==> src/rtl/register_set_init.sv <==
// Parametrised register file with grubby bit, optional zero register and write-to-read forwarding.
// A clear sequencer initialises every entry after reset so the array itself needs no reset.
module register_set_init #(
   parameter int               WIDTH      = 32,
   parameter int               ADDR_W     = 6,
   parameter int               ZERO_REG   = 1,
   parameter int               BYPASS     = 1,
   parameter logic [WIDTH-1:0] INIT_VALUE = '0
) (
   input  logic              clk,
   input  logic              rstn,
   input  logic              we,
   input  logic [ADDR_W-1:0] wa,
   input  logic [WIDTH-1:0]  wd,
   input  logic              wg,
   input  logic [ADDR_W-1:0] ra1,
   input  logic [ADDR_W-1:0] ra2,
   output logic [WIDTH-1:0]  rd1,
   output logic              rg1,
   output logic [WIDTH-1:0]  rd2,
   output logic              rg2,
   output logic              ready
);

   localparam int DEPTH = 2**ADDR_W;

   localparam logic [0:0] ST_CLEAR = 1'b0;
   localparam logic [0:0] ST_RUN   = 1'b1;

   // Each entry is {grubby, data}
   logic [WIDTH:0]    mem [DEPTH];

   logic [0:0]        state_q, state_d;
   logic [ADDR_W-1:0] cnt_q, cnt_d;
   logic              ready_q, ready_d;
   logic [WIDTH:0]    rp1_q, rp1_d;
   logic [WIDTH:0]    rp2_q, rp2_d;

   logic              mem_we;
   logic [ADDR_W-1:0] mem_wa;
   logic [WIDTH:0]    mem_wd;

   // Zero register masks everything, including a forwarded write to entry 0
   function automatic logic [WIDTH:0] read_port(
      input logic [ADDR_W-1:0] ra,
      input logic [WIDTH:0]    stored,
      input logic              wr_en,
      input logic [ADDR_W-1:0] wr_addr,
      input logic [WIDTH:0]    wr_entry
   );
      logic [WIDTH:0] r;
      r = stored;
      if (ZERO_REG != 0 && ra == '0) begin
         r = '0;
      end else if (BYPASS != 0 && wr_en && wr_addr == ra) begin
         r = wr_entry;
      end
      return r;
   endfunction

   always_comb begin
      state_d = state_q;
      cnt_d   = cnt_q;
      ready_d = ready_q;
      rp1_d   = '0;
      rp2_d   = '0;
      mem_we  = 1'b0;
      mem_wa  = wa;
      mem_wd  = {wg, wd};
      if (state_q == ST_CLEAR) begin
         mem_we = 1'b1;
         mem_wa = cnt_q;
         mem_wd = {1'b0, INIT_VALUE};
         cnt_d  = cnt_q + 1'b1;
         if (cnt_q == {ADDR_W{1'b1}}) begin
            state_d = ST_RUN;
            ready_d = 1'b1;
         end
      end else begin
         mem_we = we;
         rp1_d  = read_port(ra1, mem[ra1], we, wa, {wg, wd});
         rp2_d  = read_port(ra2, mem[ra2], we, wa, {wg, wd});
      end
   end

   always_ff @(posedge clk) begin
      if (mem_we) begin
         mem[mem_wa] <= mem_wd;
      end
   end

   always_ff @(posedge clk or negedge rstn) begin
      if (!rstn) begin
         state_q <= ST_CLEAR;
         cnt_q   <= '0;
         ready_q <= 1'b0;
         rp1_q   <= '0;
         rp2_q   <= '0;
      end else begin
         state_q <= state_d;
         cnt_q   <= cnt_d;
         ready_q <= ready_d;
         rp1_q   <= rp1_d;
         rp2_q   <= rp2_d;
      end
   end

   assign rd1   = rp1_q[WIDTH-1:0];
   assign rg1   = rp1_q[WIDTH];
   assign rd2   = rp2_q[WIDTH-1:0];
   assign rg2   = rp2_q[WIDTH];
   assign ready = ready_q;

endmodule

==> config.mk <==
export PLATFORM = sky130hd
export DESIGN_NAME = register_set_init
export DESIGN_NICKNAME = d
export VERILOG_FILES = /design/src/rtl/register_set_init.sv
export SDC_FILE = /design/constraint.sdc
export NUM_CORES = 2
export LEC_CHECK = 0
export CAP_MARGIN = 20
export CORE_MARGIN = 2
export CORE_UTILIZATION = 57
export CTS_CLUSTER_DIAMETER = 100
export DETAILED_ROUTE_END_ITERATION = 8
export GPL_ROUTABILITY_DRIVEN = 0
export GPL_TIMING_DRIVEN = 1
export PLACE_DENSITY = 0.73
export SLEW_MARGIN = 20
export SYNTH_ARGS = -nofsm -noshare
export SYNTH_HDL_FRONTEND = slang
export SYNTH_SLANG_ARGS = --single-unit
==> constraint.sdc <==
create_clock -name clk -period 3.1 [get_ports clk]
set_input_delay 0.62 -clock clk [delete_from_list [all_inputs] [get_ports clk]]
set_output_delay 0.62 -clock clk [all_outputs]
set_load 0.005 [all_outputs]
**Routed metal per tile**

21 x 21 tiles, from dark blue (low) to red (high), scaled to the fullest tile. Values are wire area over tile area, all layers added.
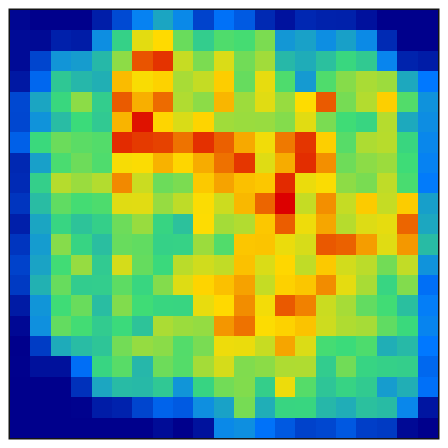
The emptiest ninth of the die: south-west. 6.6% of the tiles are nearly empty. The fullest tile reaches 0.65. 54% of the tiles are over half the peak. The densest ninth of the die: centre.

**Clock wires, drivers and flops**

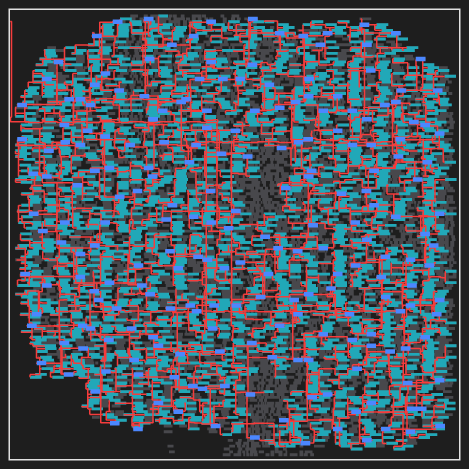
Blue stands for clock drivers, count 218. Cyan stands for flip-flops, count 2,186. Red stands for clock wires, length 24.4 mm.
There are 219 routed clock nets.

**Register map, names as in the netlist**

Scale bar: 100 um. Other sequential cells in the stronger grey, the rest of the logic in the fainter grey.
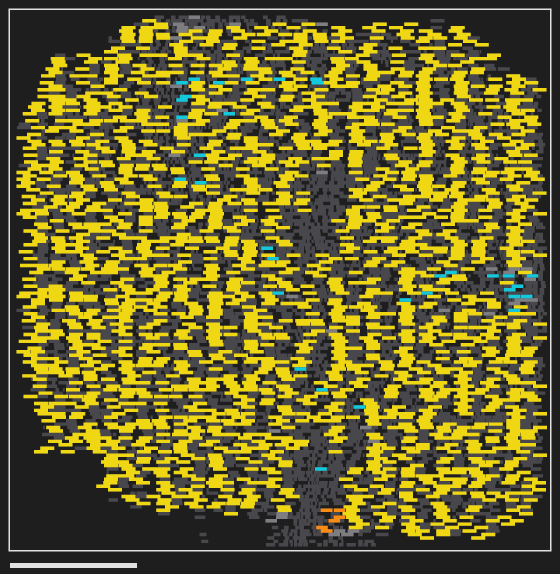
Cyan stands for rp2_q, flops 33. Yellow stands for mem, flops 2,112, where widely spread. Orange stands for cnt_q, flops 6, where south.
Another 35 sequential cells are not coloured.

**Placed standard cells**

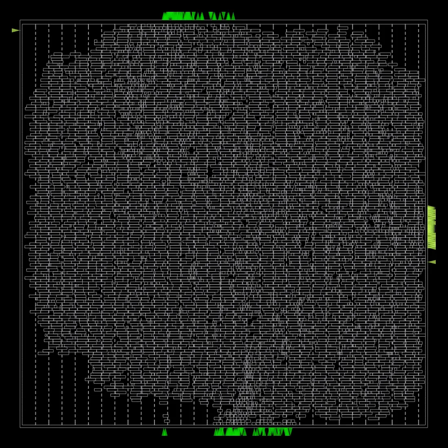
Placeable Area: 176,500 um2
fill count: 11,110
Final Util: 67.67%

==> results_slide.txt <==
Flow Results at a Glance

Status
  – Status: complete, no violations

Cells and area
  – Area growth from synthesis to layout: 17.68%
  – Register Area: 65,270 um2
  – Gate Area: 34,610 um2
  – Layout cells sized above 1: 36.99%
  – Nets@finish: 5,864
  – Fin cells: 8,349

Setup path
  – Crit-path max FO: 1
  – Bufs and invs on worst path: 1
  – Slowest CP cell: dfrtp_1
  – Critical path's top delay family: flip-flops
  – CP cell instances: clkdlybuf4s50_1
  – Setup crit start kind: flop
  – CP required: 2.48 ns
  – WP data arrival: 2.17 ns
  – CP Capture Type: output pin
  – Setup CP Type: flop to output pin
  – CP max stage delay: 0.70 ns

Synthesis
  – Synth Area per Inst: 19.39 um2
  – Mux share: 27.25%
  – Dominant Register Cell: edfxtp_1
  – Top cells by area: edfxtp_1 62%, mux4_2 22%, mux2i_1 4.1%
  – Top logic family: multiplexers
  – XOR/XNOR share of the synthesized area: 0.1467%
  – Basic Gates by Area: 2.276%
  – Ys async rst share: 3.385%
  – Yosys chip area: 101,500 um2
  – Seq/Total Area, Yosys: 64.31%
  – Top post-synthesis cells by count: 2,112 x edfxtp_1, 992 x mux4_2, 417 x mux2i_1
  – Register bit count reported by yosys: 2,186
  – Post-Syn Nets: 5,290
  – Yosys cell count: 5,235
  – Yosys aoi share: 3.861%
  – Post-synthesis cell type with the largest instance count: edfxtp_1
  – EDFF count, synth: 2,112
  – Cell Type Count: 51
  – Post-Syn Area: 101,500 um2
  – Synth warn: 0
  – Area leader, netlist: edfxtp_1
  – Area leader share: 62.49%

Clock network
  – H-tree depth: 4
  – Clk root buf: clkbuf_16
  – Sink Count: 2,186
  – Worst-Skew Late Latency: 0.88 ns
  – CTS Buf Count: 218
  – TritonCTS clock tree: done
  – Clock Path Buffers: 3
  – Clk slew on worst S/H paths: 0.06 ns

Final timing
  – Number of failing hold endpoints at the final stage: 0
  – Finish-stage setup viols: 0
  – Cycle use final: 90.08%
  – Slew @ Worst Pin: 1.081 ns
  – WHS: 0.3186 ns
  – Worst slew margin: 27.47%
  – Fmax: 358.1 MHz
  – RSZ-0062 raised after global routing: no
  – Worst Skew: 0.04067 ns
  – Setup WS post-layout: 0.3074 ns
  – Setup TNS: 0 ns
  – Min Clock Period, post-route: 2.793 ns

Die
  – Die outline width: 426.0 um
  – I/O pin count: 121
  – Cell Rows: 154
  – Fp_density: 57.50%
  – Chip area: 181,500 um2
  – Die y size: 426.0 um

GRT
  – Initial antenna violation count: 7
  – Vias in the first global route: 62,630
  – Largest net degree at the start of global routing: 65
  – GR Overflow Total: 0
  – First-pass GRT wire length: 462,300 um
  – Gr usage total: 36.64%

Power and ir drop
  – Logic pwr share: 5.6%
  – Power per cell area: 526.6 nW/um2
  – Net Switching: 13.65 mW
  – Pint: 49.24 mW
  – Seq pwr share: 50.7%
  – Clock power share: 43.7%

Routing
  – WL/cell: 39.34 um
  – ANT nets after route: 0
  – Vias per inst: 7.389

Placement
  – DP Worst Slack: -0.4631 ns
  – Dpl hpwl: 207,800 um

Hold path
  – HP Class: input pin to asynchronous set/reset pin

Run
  – Max Cap Viol: 0
  – Tool Warnings: 27
power groups by stage:
stage | registers (mW) | clock network [mW] | logic, mW
floorplan | 32.5 | 0 | 1.91
CTS | 31.9 | 27.6 | 3.48
detailed placement | 32.5 | 0 | 3.47
global route | 31.9 | 28.7 | 3.61
global placement | 32.5 | 0 | 3.46
finish | 31.9 | 27.5 | 3.55
per-stage QoR:
stage | area [um2] | total power [mW]
floorplan | 101500 | 34.42
global placement | 111900 | 35.97
detailed placement | 111900 | 35.98
CTS | 119400 | 62.95
global route | 119400 | 64.14
finish | 119400 | 62.89
what timing repair did:
action	in CTS	in global routing
hold buffers	1	0
endpoints found under the hold margin	28	0
buffers inserted	0	0
gates resized	0	0
cell type report:
| class | instances | area share, % |
|---|---|---|
| multi-input cells | 2619 | 28.98 |
| inverters | 9 | 0.03457 |
| well taps | 2340 | 2.451 |
| diodes | 8 | 0.01676 |
| repair buffers | 775 | 7.625 |
| flip-flops and latches | 2186 | 54.65 |
| clock buffers | 267 | 4.875 |
| clock inverters | 145 | 1.365 |
layout by cell type, fill, tap and decap left out, drive strengths merged, types with 58 or more instances in the layout:
| cell type | count |
|---|---|
| edfxtp | 2112 |
| mux4 | 992 |
| buf | 665 |
| mux2i | 417 |
| clkbuf | 269 |
| nand2 | 243 |
| o21ai | 121 |
| nor2 | 118 |
| clkdlybuf4s50 | 107 |
| mux2 | 101 |
| clkinv | 95 |
| dfrtp | 74 |
| a22oi | 70 |
| o22ai | 67 |
| a31oi | 66 |
| and2 | 58 |
sequential cells by signal, summed over array words and instances, names as in the netlist:
name	flops
mem	2112
rp1_q	33
rp2_q	33
cnt_q	6
ready	1
state_q	1
metal layers:
layer,up-vias,GRT usage [%],wire length [um]
met5,-,0,0
met4,0,24.14,26550
met3,1189,8.251,40640
met2,5015,57.33,154500
met1,31900,46.52,106700
li1,23580,-,-
final timing paths:
kind,start,to,slack (ns),cells after the start
worst max-delay path,rp1_q[15],rd1[15],0.31,1
worst min-delay path,rstn,rp2_q[23],0.32,2
worst max register to register,state_q,rp2_q[30],0.33,5
worst min register to register,ready,ready,0.50,1
max in group asynchronous,rstn,rp2_q[5],2.03,3
min in group clk,ra2[4],rp2_q[21],0.44,4
cells by family after synthesis:
| kind of cell | after synthesis |
|---|---|
| flops | 2186 |
| mux | 1510 |
| compound gates | 567 |
| simple gates | 524 |
| buf+inv | 430 |
| xor+xnor | 17 |
| fa+ha+maj | 1 |
Power figures rest on the tool's default switching activity, not on a simulated workload.
